[src/rtl/add1p_result_align.sv]
// Re-aligns the skewed LSB/MSB half-sums of the two-half adder into one word,
// buffers it in a small FIFO and counts words dropped under backpressure.
// Optional ALIGN_SATURATE_EN: clamp a carried-out word to all-ones.
module add1p_result_align #(
   parameter int WL    = 4,
   parameter int WM    = 4,
   parameter int DEPTH = 4,
   parameter int CNTW  = 8
) (
   input  logic               clk,
   input  logic               rst,
   input  logic               in_valid,
   input  logic [WL-1:0]      lsb_sum,
   input  logic [WM-1:0]      msb_sum,
   input  logic               msb_carry,
   output logic               out_valid,
   input  logic               out_ready,
   output logic [WM+WL-1:0]   out_sum,
   output logic               out_carry,
   output logic               overrun,
   output logic [CNTW-1:0]    drop_cnt,
   input  logic               clr_stat
);
   localparam int W      = WM + WL;
   localparam int AW     = $clog2(DEPTH);
   localparam int STAGES = 2;

   typedef struct packed {
      logic         carry;
      logic [W-1:0] sum;
   } word_t;

   // vld_pipe[1] tags lsb_d (stage B), vld_pipe[2] tags align_q (stage C)
   logic [STAGES:1]        vld_pipe;
   logic [WL-1:0]          lsb_d;
   word_t                  align_q, align_n;
   word_t [DEPTH-1:0]      mem;
   logic [AW:0]            wptr, rptr;
   logic                   full, empty, push, pop, drop;

   always_comb begin
      align_n.sum   = {msb_sum, lsb_d};
      align_n.carry = msb_carry;
`ifdef ALIGN_SATURATE_EN
      if (msb_carry) align_n.sum = '1;
`endif
   end

   always_ff @(posedge clk or posedge rst) begin
      if (rst) begin
         vld_pipe <= '0;
         lsb_d    <= '0;
         align_q  <= '0;
      end else begin
         vld_pipe <= {vld_pipe[STAGES-1:1], in_valid};
         if (in_valid)    lsb_d   <= lsb_sum;
         if (vld_pipe[1]) align_q <= align_n;
      end
   end

   assign empty     = (wptr == rptr);
   assign full      = (wptr[AW] != rptr[AW]) && (wptr[AW-1:0] == rptr[AW-1:0]);
   assign out_valid = !empty;
   assign pop       = out_valid && out_ready;
   // a full FIFO still takes the word when its head leaves in the same cycle
   assign push      = vld_pipe[STAGES] && (!full || pop);
   assign drop      = vld_pipe[STAGES] && full && !pop;
   assign out_sum   = mem[rptr[AW-1:0]].sum;
   assign out_carry = mem[rptr[AW-1:0]].carry;

   always_ff @(posedge clk or posedge rst) begin
      if (rst) begin
         mem  <= '0;
         wptr <= '0;
         rptr <= '0;
      end else begin
         if (push) begin
            mem[wptr[AW-1:0]] <= align_q;
            wptr              <= wptr + (AW+1)'(1);
         end
         if (pop) rptr <= rptr + (AW+1)'(1);
      end
   end

   always_ff @(posedge clk or posedge rst) begin
      if (rst) begin
         overrun  <= 1'b0;
         drop_cnt <= '0;
      end else if (clr_stat) begin
         overrun  <= 1'b0;
         drop_cnt <= '0;
      end else if (drop) begin
         overrun <= 1'b1;
         if (drop_cnt != '1) drop_cnt <= drop_cnt + CNTW'(1);
      end
   end
endmodule

[config.mk]
export PLATFORM = sky130hd
export DESIGN_NAME = add1p_result_align
export DESIGN_NICKNAME = d
export VERILOG_FILES = /design/src/rtl/add1p_result_align.sv
export SDC_FILE = /design/constraint.sdc
export NUM_CORES = 1
export LEC_CHECK = 0
export CAP_MARGIN = 20
export CORE_ASPECT_RATIO = 0.9
export CORE_MARGIN = 2
export CORE_UTILIZATION = 55
export CTS_CLUSTER_DIAMETER = 40
export DETAILED_ROUTE_END_ITERATION = 6
export PLACE_DENSITY = 0.76
export SLEW_MARGIN = 20
export SYNTH_ARGS = -nofsm -noshare
export SYNTH_HDL_FRONTEND = slang
export SYNTH_SLANG_ARGS = --single-unit
[constraint.sdc]
create_clock -name clk -period 2.4 [get_ports clk]
set_clock_uncertainty 0.15 [all_clocks]
set_input_delay 0.48 -clock clk [delete_from_list [all_inputs] [get_ports clk]]
set_output_delay 0.48 -clock clk [all_outputs]
set_load 0.02 [all_outputs]
met2.png
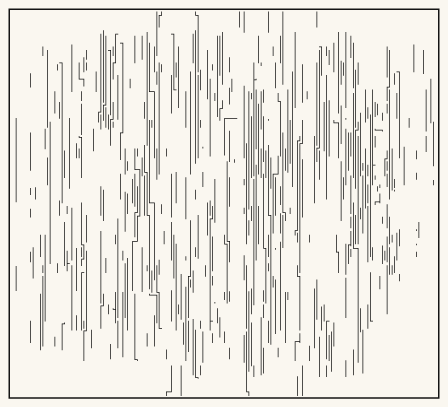
wire length on this layer	2830 um
main direction	vertical
nets with wire on the layer	250
longest straight run	26.9 um

final_clocks.png
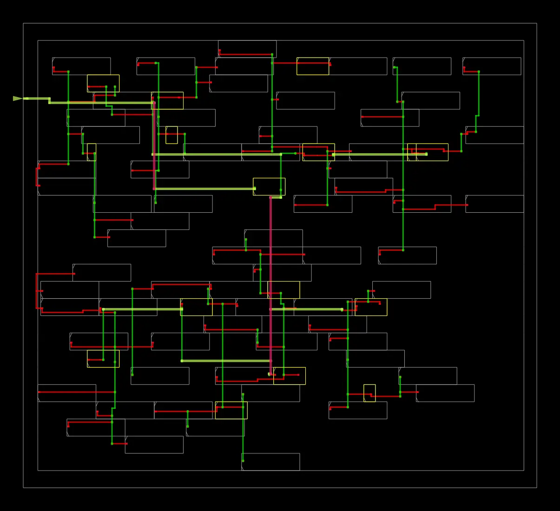
clock buffers: 14
FFs & Latches: 66

met1.png
Bar = 20 um. Supply wires on this layer in gray.
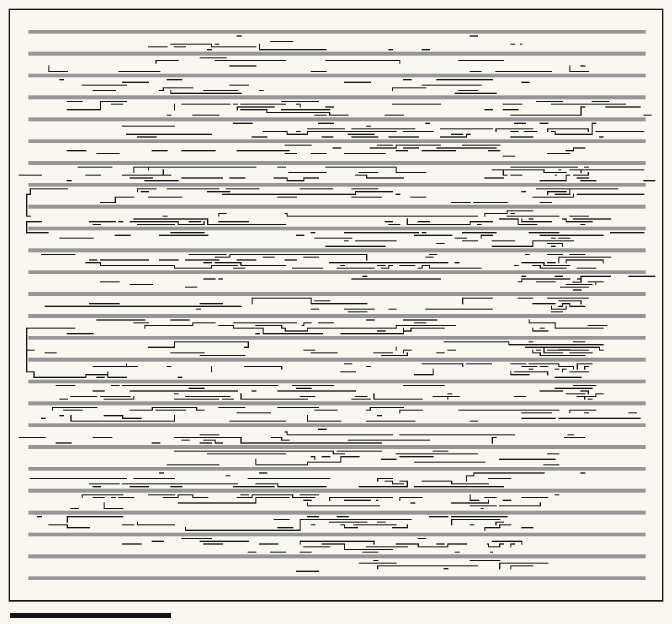
nets with wire on the layer	234
wire length on this layer	2300 um

==> results.toml <==
# yosys + openroad results
[logic_synthesis]
ys_top_cells_by_area = "dfrtp_1, mux2_2, mux4_2"
synth_cell_types = 31
top_area_share_pct = 56.1
edf_count = 0
postSynth.topFlopCell = "dfrtp_1"
postSynthCellCount = 202
fp_nets = 222
async_reset_ff_share_pct = 100
synth_area_um2 = 2950
synth_seq_share_pct = 56.1
ys_seq_elements = 66
yosys_cells = 202
yosysMostFrequentCell = "dfrtp_1"

[clocking]
cts_root_buf = "clkbuf_8"
clkLatencyLatePin_ns = 0.34
cts_tree = "built"
clk_pin_slew_worst_paths_ns = 0.07
cts_buffers = 9
cts_buffer_depth = 2
cts.sinks = 66
htreeDepth = 3
ctsHoldBuffers = 0
post_cts_buffers = 0

[floorplanning]
die_h_um = 73.4
ioPinCount = 33
fp_util_pct = 56.4
fp.coreArea_um2 = 5220

[critical_path]
crit_required_ns = 1.77
timing.rr.start = "rptr[1]$_DFFE_PP0P_"
worst_r2r_path_depth = 5
crit_chain = "buf_12 > mux4_2 > dlygate4sd2_1"
arrival_ns = 1.69
startpoint_type = "flip-flop"
cp_top_family = "buffers and inverters"
critPathCaptureType = "output pin"
r2r_setup_slack_ns = 0.25
max_stage_delay_ns = 0.49
crit_type = "flip-flop to output pin"

[cells_and_area]
logic_area_um2 = 1230
seq_area_um2 = 1650
nets = 267
antennaDiodeCount = 0
fillers = 377
final_cells = 319

[placement]
portBuffers = 32
dpl.hpwl_mm = 3.71
place_worst_setup_slack_ns = 0.0625
dp.cells = 303
dpl_cell_area_um2 = 3400

[detailed_routing]
vias = 1782
drtPass1Iterations = 4
drt-vias-per-instance = 5.59
wl_per_cell_um = 17.0
drc = 0
drt.antenna.violating_nets = 0

[global_route]
groute.usage.overall_pct = 21.0
grt_pass1_wl_mm = 8.98

[status]
outcome = "finished clean"

[pwr]
vdd_ir_drop_max_mv = 0.657
cellLeakagePower_uw = 0.00151

[flow_run]
warnings = 29

[sta]
period_needed_ns = 2.32
worst_slack_ns = 0.0774
max_slew_margin_pct = 61.1
hold_viol_final = 0
rsz0062_at_grt = "false"
tns_ns = 0
period_used_pct = 96.8
worst_slew_pin_slew_ns = 0.579
drv_slew = 0
finalSetupViolCount = 0
==> cell families after synthesis <==
family / synth area share (%)
muxes: 27.5
and+or+nand+nor: 6.84
AOI/OAI and AO/OA: 2.68
adders and majority gates: 2.55
buffers and inverters: 2.08
DFF: 56.1
xor gates and xnor gates: 2.34
==> cell usage in the layout, fill, tap and decap left out, types with 4 or more instances in the layout <==
cell / instances
dfrtp_1: 65
mux2_2: 52
clkdlybuf4s50_1: 22
clkbuf_8: 12
mux4_2: 9
inv_1: 8
clkdlybuf4s15_1: 7
xnor2_1: 6
nor2_1: 6
ha_1: 6
nand2_1: 5
buf_4: 5
nand2_2: 4
nand3_1: 4
a21oi_1: 4
==> metal layers <==
metal | track usage [%] | up-vias | share of wire (%)
met5 | 0 | - | 0
met4 | 6.78 | 0 | 1.7
met3 | 8.11 | 11 | 3.5
met2 | 35.7 | 40 | 52
met1 | 24.8 | 917 | 43
li1 | - | 814 | -
==> flip-flops by register name, summed over array words and instances (netlist names) <==
| register | count |
|---|---|
| align_q | 9 |
| drop_cnt | 8 |
| lsb_d | 4 |
| mem | 36 |
| overrun | 1 |
| rptr | 3 |
| vld_pipe | 2 |
| wptr | 3 |
==> where the power goes <==
group / switching [uW] / leakage, uW / internal, uW
logic: 782 / 0.000611 / 999
clock network: 390 / 0.0000965 / 457
registers: 283 / 0.000799 / 1520
total: 1460 / 0.00151 / 2970
==> what timing repair did <==
| item | 4_1_cts | 5_1_grt |
|---|---|---|
| gates resized | 11 | 9 |
| setup endpoints to repair | 10 | 8 |
| pin swaps | 0 | 0 |
==> worst max-delay path by stage <==
stage	end	slack, ns	cells after the start
final	out_sum[7]	0.08	3
after global routing	out_sum[7]	0.0001	3
after CTS	out_sum[3]	0.02	3
after detailed placement	drop_cnt[4]$_DFFE_PP0P_	0.06	5
after global placement	drop_cnt[7]$_DFFE_PP0P_	0.11	5
after floorplan	align_q[0]$_DFFE_PP0P_	0.12	1
==> cell type report <==
type / count / share of cell area [%]
inverters: 9 / 0.944
multi-input cells: 122 / 34.5
clock buffers: 14 / 4.83
flip-flops and latches: 66 / 46.2
repair buffers: 39 / 10.9
well taps: 67 / 2.34
clock inverters: 2 / 0.280
==> metrics by stage <==
| stage | utilization, % | hold WS, ns |
|---|---|---|
| detailed placement | 65.1 | 0.339 |
| CTS | 68.4 | 0.269 |
| finish | 68.5 | 0.271 |
| global route | 68.5 | 0.287 |
| global placement | 65.1 | 0.334 |
| floorplan | - | 0.202 |
Power is estimated from default activity; no workload was simulated.
